Fig. 1: run 1, met1 routing
Bar = 20 µm. Supply wires on this layer in gray.
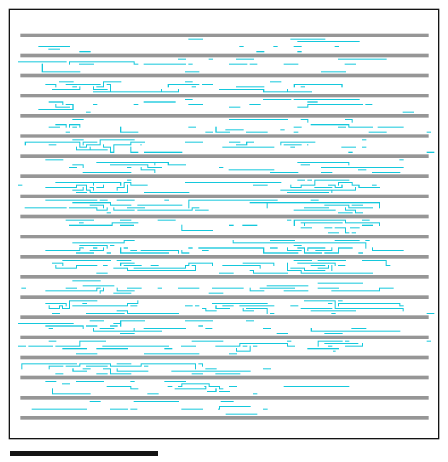
Fig. 2: run 1, metal 2
Cells faint in the background.
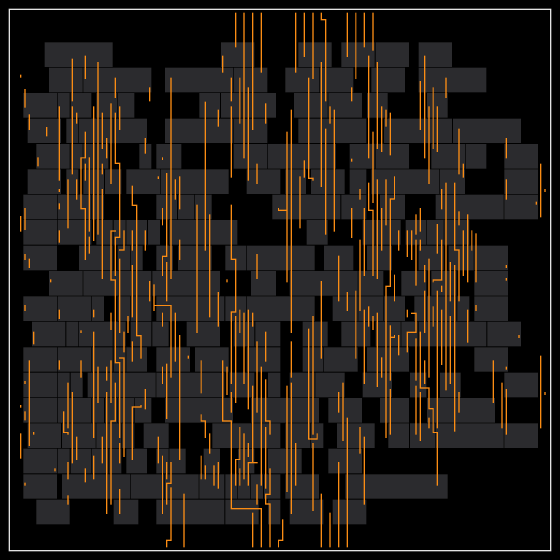
Fig. 3: run 1, the metal 3 layer
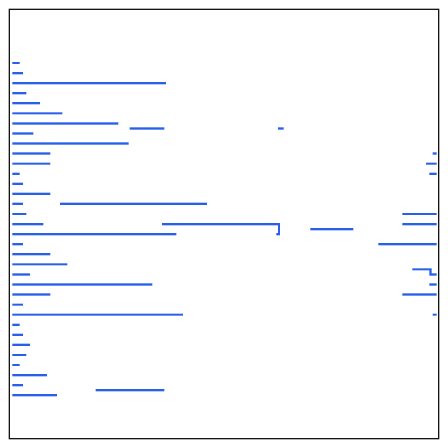
Fig. 4: run 1, signal metal coverage by tile
The die is cut into 12 by 12 equal tiles; dark blue is low, red is high, scaled to the fullest tile. Values are wire area over tile area, all layers added.
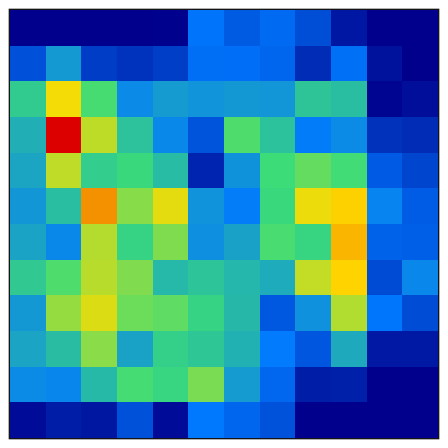
==> config.mk <==
export PLATFORM = sky130hd
export DESIGN_NAME = addsub_share_ctrl
export DESIGN_NICKNAME = d
export VERILOG_FILES = /design/src/rtl/addsub_share_ctrl.sv
export SDC_FILE = /design/constraint.sdc
export NUM_CORES = 1
export LEC_CHECK = 0
export CAP_MARGIN = 20
export CORE_UTILIZATION = 42
export DETAILED_ROUTE_END_ITERATION = 12
export PLACE_DENSITY = 0.84
export SYNTH_ARGS = -nofsm -noshare
export SYNTH_HDL_FRONTEND = slang
export SYNTH_SLANG_ARGS = --single-unit
==> constraint.sdc <==
create_clock -name clk -period 2.45 [get_ports clk]
set_input_delay 0.245 -clock clk [delete_from_list [all_inputs] [get_ports clk]]
set_output_delay 0.245 -clock clk [all_outputs]
set_load 0.02 [all_outputs]
==> src/rtl/addsub_share_ctrl.sv <==
// Round-robin front end for one shared external WIDTH-bit adder/subtractor.
// Two requesters take turns; operands are registered toward the adder and the result is registered back.
//
// state | meaning
// IDLE  | waiting for a request; readies follow valids and rr_ptr
// EXEC  | registered operands settle through the external adder
// RESP  | result held on rsp_*; waiting for the granted port's rsp_ready
module addsub_share_ctrl #(
  parameter int WIDTH     = 5,
  parameter int OVF_CNT_W = 8
) (
  input  logic                 clk,
  input  logic                 rst_n,
  input  logic                 req0_valid,
  output logic                 req0_ready,
  input  logic [WIDTH-1:0]     req0_x,
  input  logic [WIDTH-1:0]     req0_y,
  input  logic                 req0_sub,
  input  logic                 req1_valid,
  output logic                 req1_ready,
  input  logic [WIDTH-1:0]     req1_x,
  input  logic [WIDTH-1:0]     req1_y,
  input  logic                 req1_sub,
  output logic                 rsp0_valid,
  input  logic                 rsp0_ready,
  output logic                 rsp1_valid,
  input  logic                 rsp1_ready,
  output logic [WIDTH-1:0]     rsp_s,
  output logic                 rsp_c5,
  output logic                 rsp_e,
  output logic [WIDTH-1:0]     alu_x,
  output logic [WIDTH-1:0]     alu_y,
  output logic                 alu_sub,
  input  logic [WIDTH-1:0]     alu_s,
  input  logic                 alu_c5,
  input  logic                 alu_e,
  output logic                 busy,
  output logic [OVF_CNT_W-1:0] ovf_count
);

  typedef enum logic [1:0] {
    IDLE = 2'd0,
    EXEC = 2'd1,
    RESP = 2'd2
  } state_t;

  localparam logic [OVF_CNT_W-1:0] OVF_ONE = {{(OVF_CNT_W-1){1'b0}}, 1'b1};
  localparam logic [OVF_CNT_W-1:0] OVF_MAX = {OVF_CNT_W{1'b1}};

  state_t                state_q, state_d;
  logic                  rr_ptr_q, rr_ptr_d;
  logic                  gnt_id_q, gnt_id_d;
  logic [WIDTH-1:0]      alu_x_q, alu_x_d;
  logic [WIDTH-1:0]      alu_y_q, alu_y_d;
  logic                  alu_sub_q, alu_sub_d;
  logic [WIDTH-1:0]      rsp_s_q, rsp_s_d;
  logic                  rsp_c5_q, rsp_c5_d;
  logic                  rsp_e_q, rsp_e_d;
  logic [OVF_CNT_W-1:0]  ovf_cnt_q, ovf_cnt_d;

  logic gnt0, gnt1;

  // A lone requester wins regardless of rr_ptr; rr_ptr only breaks ties.
  always_comb begin
    gnt0 = 1'b0;
    gnt1 = 1'b0;
    if (state_q == IDLE) begin
      gnt0 = req0_valid && (!req1_valid || !rr_ptr_q);
      gnt1 = req1_valid && (!req0_valid ||  rr_ptr_q);
    end
  end

  always_comb begin
    state_d   = state_q;
    rr_ptr_d  = rr_ptr_q;
    gnt_id_d  = gnt_id_q;
    alu_x_d   = alu_x_q;
    alu_y_d   = alu_y_q;
    alu_sub_d = alu_sub_q;
    rsp_s_d   = rsp_s_q;
    rsp_c5_d  = rsp_c5_q;
    rsp_e_d   = rsp_e_q;
    ovf_cnt_d = ovf_cnt_q;
    unique case (state_q)
      IDLE: begin
        if (gnt0) begin
          alu_x_d   = req0_x;
          alu_y_d   = req0_y;
          alu_sub_d = req0_sub;
          gnt_id_d  = 1'b0;
          rr_ptr_d  = 1'b1;
          state_d   = EXEC;
        end else if (gnt1) begin
          alu_x_d   = req1_x;
          alu_y_d   = req1_y;
          alu_sub_d = req1_sub;
          gnt_id_d  = 1'b1;
          rr_ptr_d  = 1'b0;
          state_d   = EXEC;
        end
      end
      EXEC: begin
        rsp_s_d  = alu_s;
        rsp_c5_d = alu_c5;
        rsp_e_d  = alu_e;
        if (alu_e && (ovf_cnt_q != OVF_MAX)) ovf_cnt_d = ovf_cnt_q + OVF_ONE;
        state_d  = RESP;
      end
      RESP: begin
        if (gnt_id_q ? rsp1_ready : rsp0_ready) state_d = IDLE;
      end
      default: state_d = IDLE;
    endcase
  end

  always_ff @(posedge clk) begin
    if (!rst_n) begin
      state_q   <= IDLE;
      rr_ptr_q  <= 1'b0;
      gnt_id_q  <= 1'b0;
      alu_x_q   <= '0;
      alu_y_q   <= '0;
      alu_sub_q <= 1'b0;
      rsp_s_q   <= '0;
      rsp_c5_q  <= 1'b0;
      rsp_e_q   <= 1'b0;
      ovf_cnt_q <= '0;
    end else begin
      state_q   <= state_d;
      rr_ptr_q  <= rr_ptr_d;
      gnt_id_q  <= gnt_id_d;
      alu_x_q   <= alu_x_d;
      alu_y_q   <= alu_y_d;
      alu_sub_q <= alu_sub_d;
      rsp_s_q   <= rsp_s_d;
      rsp_c5_q  <= rsp_c5_d;
      rsp_e_q   <= rsp_e_d;
      ovf_cnt_q <= ovf_cnt_d;
    end
  end

  assign req0_ready = gnt0;
  assign req1_ready = gnt1;
  assign rsp0_valid = (state_q == RESP) && !gnt_id_q;
  assign rsp1_valid = (state_q == RESP) &&  gnt_id_q;
  assign rsp_s      = rsp_s_q;
  assign rsp_c5     = rsp_c5_q;
  assign rsp_e      = rsp_e_q;
  assign alu_x      = alu_x_q;
  assign alu_y      = alu_y_q;
  assign alu_sub    = alu_sub_q;
  assign busy       = (state_q != IDLE);
  assign ovf_count  = ovf_cnt_q;

endmodule

==> impl_metrics.yaml, run 1 <==
# generated from flow reports
placement:
  place.gp.congestion: 0.845
  dp_hpwl_um: 2330
  port_buffers: 65
  pre_cts_slack_ns: 0.519
  dp_cells: 239
synthesis:
  avgSynthCellArea_um2: 8.78
  top_area_share_pct: 45.9
  synth_cell_types: 30
  synth-compound-area-share_pct: 18.9
  synth_async_sr_flop_share_pct: 0
  ys_chip_area_mm2: 0.00131
  synth_seq_share_pct: 45.9
  synth.most_common_cell: "dfxtp_1"
  ff_type: "dfxtp_1"
  ys_cells: 149
  top_area_cell: "dfxtp_1"
  simple_gate_share_pct: 22.2
  synth_nets: 185
  mux_share_pct: 6.21
  ys_top_cells_by_count: "30 x dfxtp_1, 26 x nand2_1, 13 x o21ai_0"
  synthesis.instances: 149
  syn_area_mm2: 0.00131
  adder_share_pct: 0.956
worst_setup_path:
  path_buffers: 2
  max_stage_delay_ns: 0.64
  arrival_ns: 1.80
  worstSetupStartpointType: "flip-flop"
  slowest_stage: "clkdlybuf4s50_1"
  crit_chain: "nor2_1, inv_1, nor2_1, clkdlybuf4s50_1"
  crit_top_cell: "nor2_1"
  cp-startpoint: "state_q[1]"
  crit_required_ns: 2.20
  r2r-end: "ovf_count[6]"
  cp_max_fo: 6
  r2r-start: "state_q[0]"
  r2r_slack_ns: 0.80
  crit_family: "buffers and inverters"
floorplanning:
  initCoreUtil_pct: 45.9
  dieArea_mm2: 0.00334
  die_h_um: 57.8
  core-area_mm2: 0.00285
  die_width_um: 57.8
  placementRows: 19
clock_tree:
  cts_resized: 0
  cts_buffers: 5
  cts_buffer_depth: 2
  cts.hold.buffers_added: 0
  cts_setup_buffers: 0
  htreeDepth: 2
  cts_tree: "yes"
  clkLatencyLatePin_ns: 0.33
cells_and_area:
  lay_top_count: "clkdlybuf4s50_1"
  layoutNonFillerInstCount: 247
  area_delta_synth_final_pct: 56.6
  lay_top_cells: "65 x clkdlybuf4s50_1, 30 x dfxtp_1, 26 x nand2_1"
  finish.utilization_pct: 71.8
  fill_cells: 218
  layout.nets: 251
  final_area_mm2: 0.00205
global_route:
  use_met1_pct: 21.5
  grt_use_met3_pct: 8.04
  grt_pass1_wl_um: 4930
  grt_overflow_total: 0
  grt_start_max_net_pins: 31
  grt.met2_usage_pct: 32.2
  busiest_layer: "met2"
  antenna_found_initial: 0
  grt_pass1_vias: 1189
  grt_usage_pct: 19.7
detailed_routing:
  dr_wl_met2_um: 1460
  drt-met1-wl_um: 1290
  drc: 1
  finalWirelength_um: 3090
  vias_per_cell: 5.19
  avgRoutedWirePerCell_um: 12.5
  drt_iter0_markers: 50
  drtAntennaViolNets: 0
  drt-pass1-iter-count: 10
  vias: 1281
pwr:
  ir_drop_mv: 0.532
  swShare_pct: 27.2
  power_uw: 1250
  p_leak_uw: 0.000774
  p_switching_uw: 339
  power.share.clock_pct: 30.7
sta:
  fmax_mhz: 489
  final.period_utilization_pct: 83.5
  skew_ns: 0.00292
  rsz0062_at_grt: "no"
  fin_crit_ns: 2.04
  setup_violations: 0
  setup_ws_ns: 0.405
hold_path:
  min_path_type: "primary input to flip-flop"
  whs_path_depth: 3
flow_run:
  warning_count: 26
  max_cap_viol_count: 0
run_status:
  violations: "DRC"
  status: "finished, violations left"
About Fig. 1:
nets with wire on the layer: 211
longest straight run: 17.9 µm
main direction: horizontal
share of all routed wire: 42%

About Fig. 2:
main direction: vertical
wire length on this layer: 1460 µm
share of all routed wire: 47%

About Fig. 3:
main direction: horizontal
nets with wire on the layer: 46
wire length on this layer: 274 µm
longest straight run: 22.8 µm

About Fig. 4:
tiles over half the peak: 21%
nearly empty tiles: 10%
mean over tiles: 0.15
densest ninth of the die: left middle

[run 1: power groups by stage]
stage / Combinational, µW / Clock, µW / Sequential (µW)
2_1_floorplan: 119 / 0 / 600
3_3_place_gp: 308 / 0 / 560
3_5_place_dp: 314 / 0 / 562
4_1_cts: 315 / 393 / 552
5_1_grt: 337 / 412 / 557
6_report: 312 / 382 / 552
[run 1: layout make-up]
cell class	instances	area, µm²	area share [%]
clock inverter	1	30.0	1.47
multi-input combinational	108	658	32.1
sequential	30	601	29.3
timing repair buffer	67	666	32.5
tap	31	38.8	1.89
clock buffer	7	45.0	2.20
inverter	3	11.3	0.549
## Run 2: what changed since run 1
- CORE_UTILIZATION: 42 -> 35
- PLACE_DENSITY: 0.84 -> 0.74
- clock period: 2.45 -> 1.7 ns (I/O delays scaled with it)
Fig. 5: run 2, metal 2
Cells faint in the background.
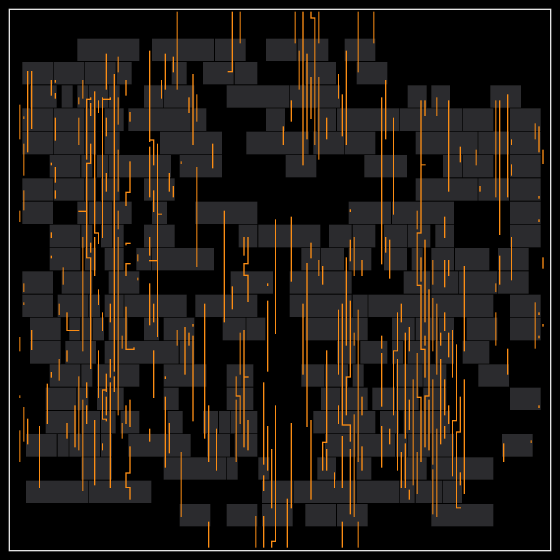
share of all routed wire: 46%
wire length on this layer: 1410 µm

==> impl_metrics.yaml, run 2 <==
# generated from flow reports
cells_and_area:
  drive_gt1_share_pct: 8.52
  seqCellArea_um2: 601
  diodes: 0
  nMultiInputCombCells: 108
  clockBufferCount: 7
  lay_top_count: "clkdlybuf4s50_1"
  largest_class: "non-clock buffers"
  comb_share_pct: 30.7
  layout.nets: 258
  final-nonclk-buf-share_pct: 33.9
  largest_register_ff_count: 8
  buffers: 74
  n_all_inverters: 3
  clk_share_pct: 4.25
  seq_share_pct: 27.9
  lay_top_cells: "61 x clkdlybuf4s50_1, 30 x dfxtp_1, 26 x nand2_1"
  fill_cells: 308
  area_delta_synth_final_pct: 64.3
  comb_area_um2: 661
  ff_count: 30
pwr:
  power_density_mw_per_mm2: 859
  swShare_pct: 27.2
  p_clk_uw: 575
  comb_power_share_pct: 26.0
  ir_drop_mv: 0.421
  power.share.clock_pct: 31.1
  power_uw: 1850
  powerComb_uw: 480
  p_leak_uw: 0.000851
  seq-power_uw: 792
  p_switching_uw: 502
  seqPwrFrac_pct: 42.9
  power_leader: "sequential cells"
  p_int_uw: 1340
worst_setup_path:
  r2r_slack_ns: 0.16
  criticalPathCategory: "flip-flop to output port"
  arrival_ns: 1.37
  crit_required_ns: 1.53
  path_buffers: 2
  max_stage_delay_ns: 0.34
  rr_worst_depth: 6
  crit_cells: 4
  crit_family: "buffers and inverters"
  crit_chain: "nor2_2, nand3_1, inv_1, dlygate4sd2_1"
  r2r-end: "ovf_count[1]"
  critPathCaptureType: "output port"
  cp-startpoint: "state_q[1]"
  cp_max_fo: 3
  r2r-start: "ovf_count[0]"
  worstSetupStartpointType: "flip-flop"
  crit_end: "req0_ready"
  slowest_stage: "dlygate4sd2_1"
global_route:
  antenna_found_initial: 0
  grt_start_max_net_pins: 31
  grt_use_met3_pct: 6.70
  grt_overflow_total: 0
  use_met1_pct: 19.0
  grt.met2_usage_pct: 29.0
  grt_usage_pct: 17.2
  grt_pass1_wl_um: 5360
  grt_pass1_vias: 1224
  busiest_layer: "met2"
hold_path:
  min_path_type: "primary input to flip-flop"
  holdPathEnd: "alu_x[0]"
  whs_path_depth: 3
  hold_start: "req1_x[0]"
placement:
  dp_hpwl_um: 2260
  port_buffers: 65
  place.gp.congestion: 0.811
synthesis:
  ff_type: "dfxtp_1"
  ys_chip_area_mm2: 0.00131
  yosysWarnings: 0
  top_area_cell: "dfxtp_1"
  synth_nets: 185
  synth_flops: 30
  synth_cell_types: 30
  synth-compound-area-share_pct: 18.9
  simple_gate_share_pct: 22.2
  synth_seq_share_pct: 45.9
  synth_async_sr_flop_share_pct: 0
  synthesis.instances: 149
  mux_share_pct: 6.21
  top_area_share_pct: 45.9
  avgSynthCellArea_um2: 8.78
  xor_share_pct: 2.01
  ys_cells: 149
  adder_share_pct: 0.956
  ys_top_logic_family: "simple AND/OR/NAND/NOR gates"
  edf_count: 0
  syn_area_mm2: 0.00131
  synth.most_common_cell: "dfxtp_1"
  area_leaders: "dfxtp_1 46%, nand2_1 7.5%, mux2i_1 5.4%"
  ys_top_cells_by_count: "30 x dfxtp_1, 26 x nand2_1, 13 x o21ai_0"
detailed_routing:
  avgRoutedWirePerCell_um: 11.5
  drt-pass1-iter-count: 4
  route.met3.wl_um: 278
  dr_wl_met2_um: 1410
  drtAntennaViolNets: 0
  vias_per_cell: 4.78
  finalWirelength_um: 3080
  drt-met1-wl_um: 1340
  drt_iter0_markers: 55
  drc: 0
  vias: 1287
  top_layer_used: "met4"
clock_tree:
  cts_setup_buffers: 0
  clock_sinks: 30
  cts_buffers: 5
  root_buffer: "clkbuf_8"
  clk_pin_slew_ns: 0.06
  htreeDepth: 2
  clkLatencyLatePin_ns: 0.28
  cts_tree: "yes"
  cts_buffer_depth: 2
sta:
  fmax_mhz: 648
  skew_ns: 0.00687
  setup_violations: 0
  fin_crit_ns: 1.54
  final.period_utilization_pct: 90.8
  slew_violations: 0
  timing.slew.headroom_pct: 84.5
  hold_viol_final: 0
  rsz0062_at_grt: "no"
  whs_ns: 0.461
  worstMarginPinSlew_ns: 0.232
flow_run:
  warning_count: 26
  max_cap_viol_count: 0
floorplanning:
  core-area_mm2: 0.00347
  dieArea_mm2: 0.00399
  die_h_um: 63.2
  initCoreUtil_pct: 37.7
  num_io_pins: 66
  nWellTaps: 46
  die_width_um: 63.2
  placementRows: 21
run_status:
  status: "finished clean"
==> run 2: cell count changes in the layout (fill, tap and decap cells not counted), sizes merged <==
cell	delta
bufinv	-1
clkdlybuf4s50	-4
dlygate4sd2	+3
buf	+7
clkinv	+1
dlymetal6s2s	+1
==> run 2: through the flow <==
stage	area, µm²	setup TNS [ns]	setup WS (ns)	cells	util (%)
global route	2150	0	0.0281	269	62.0
finish	2150	0	0.157	269	62.0
detailed placement	2060	-0.0198	-0.0131	261	59.3
floorplan	1310	0	0.181	149	-
CTS	2150	0	0.000978	269	61.9
global placement	2060	-0.0124	-0.0124	261	59.3
==> run 2: repair_timing <==
item,4_1_cts,5_1_grt
gates resized,4,1
endpoints found under the setup margin,3,1
endpoints found under the hold margin,0,0
hold buffers,0,0
## Run 3: what changed since run 2
- CAP_MARGIN: 20 -> 40
Fig. 6: run 3, congestion heat map
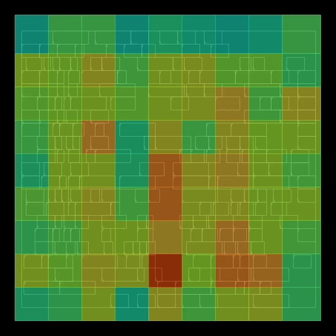
wire per inst: 11.5 µm
met1 Use GR: 19.0%
final core utilization: 62.0%

==> impl_metrics.yaml, run 3 <==
# generated from flow reports
run_status:
  status: "finished clean"
worst_setup_path:
  criticalPathCategory: "flip-flop to output port"
  crit_required_ns: 1.53
  arrival_ns: 1.37
  critPathCaptureType: "output port"
  r2r_slack_ns: 0.16
  crit_end: "req0_ready"
  path_buffers: 2
  crit_cells: 4
  r2r-end: "ovf_count[1]"
  slowest_stage: "dlygate4sd2_1"
  crit_chain: "nor2_2, nand3_1, inv_1, dlygate4sd2_1"
placement:
  pre_cts_slack_ns: -0.0131
  dp_cells: 261
  placed_area_mm2: 0.00206
  port_buffers: 65
  dp_hpwl_um: 2260
pwr:
  p_leak_uw: 0.000851
  power_uw: 1850
  swShare_pct: 27.2
  power_density_mw_per_mm2: 859
  power_leader: "sequential cells"
  p_switching_uw: 502
floorplanning:
  die_width_um: 63.2
  die_h_um: 63.2
  placementRows: 21
  num_io_pins: 66
sta:
  hold_viol_final: 0
  setup_ws_ns: 0.157
  timing.slew.headroom_pct: 84.5
  fmax_mhz: 648
  whs_ns: 0.461
  skew_ns: 0.00687
  setup-tns-final_ns: 0
synthesis:
  ff_type: "dfxtp_1"
  yosysWarnings: 0
  top_area_share_pct: 45.9
  synth_nets: 185
  avgSynthCellArea_um2: 8.78
  synth_seq_share_pct: 45.9
  ys_cells: 149
global_route:
  antenna_found_initial: 0
  grt_usage_pct: 17.2
  grt_overflow_total: 0
  grt_use_met3_pct: 6.70
  grt_pass1_wl_um: 5360
clock_tree:
  clk_pin_slew_ns: 0.06
  cts_buffer_depth: 2
  cts_tree: "yes"
hold_path:
  whs_path_depth: 3
  hold_start: "req1_x[0]"
cells_and_area:
  layout.nets: 258
  comb_area_um2: 661
  lay_top_count: "clkdlybuf4s50_1"
  fill_cells: 308
  final_area_mm2: 0.00215
flow_run:
  warning_count: 26
detailed_routing:
  route.met3.wl_um: 278
  drtAntennaViolNets: 0
  drt_iter0_markers: 55
[run 3: timing repair]
| item | in CTS | in global routing |
|---|---|---|
| resized | 4 | 1 |
| buffers inserted | 0 | 0 |
| hold endpoints to repair | 0 | 0 |
| setup endpoints to repair | 3 | 1 |
[run 3: cell type report]
class / count / share of cell area, %
repair buffers: 74 / 33.9
multi-input cells: 108 / 30.7
flip-flops and latches: 30 / 27.9
clock buffers: 7 / 4.01
well taps: 46 / 2.68
inverters: 3 / 0.524
clock inverters: 1 / 0.233
[run 3: logic make-up after synthesis]
kind of cell,synth area share [%]
xor gates and xnor gates,2.01
AOI/OAI and AO/OA,18.9
adders and majority gates,0.956
muxes,6.21
and+or+nand+nor,22.2
DFF,45.9
buffers and inverters,3.82
No activity file was given, so power comes from the tool's default toggle rates.
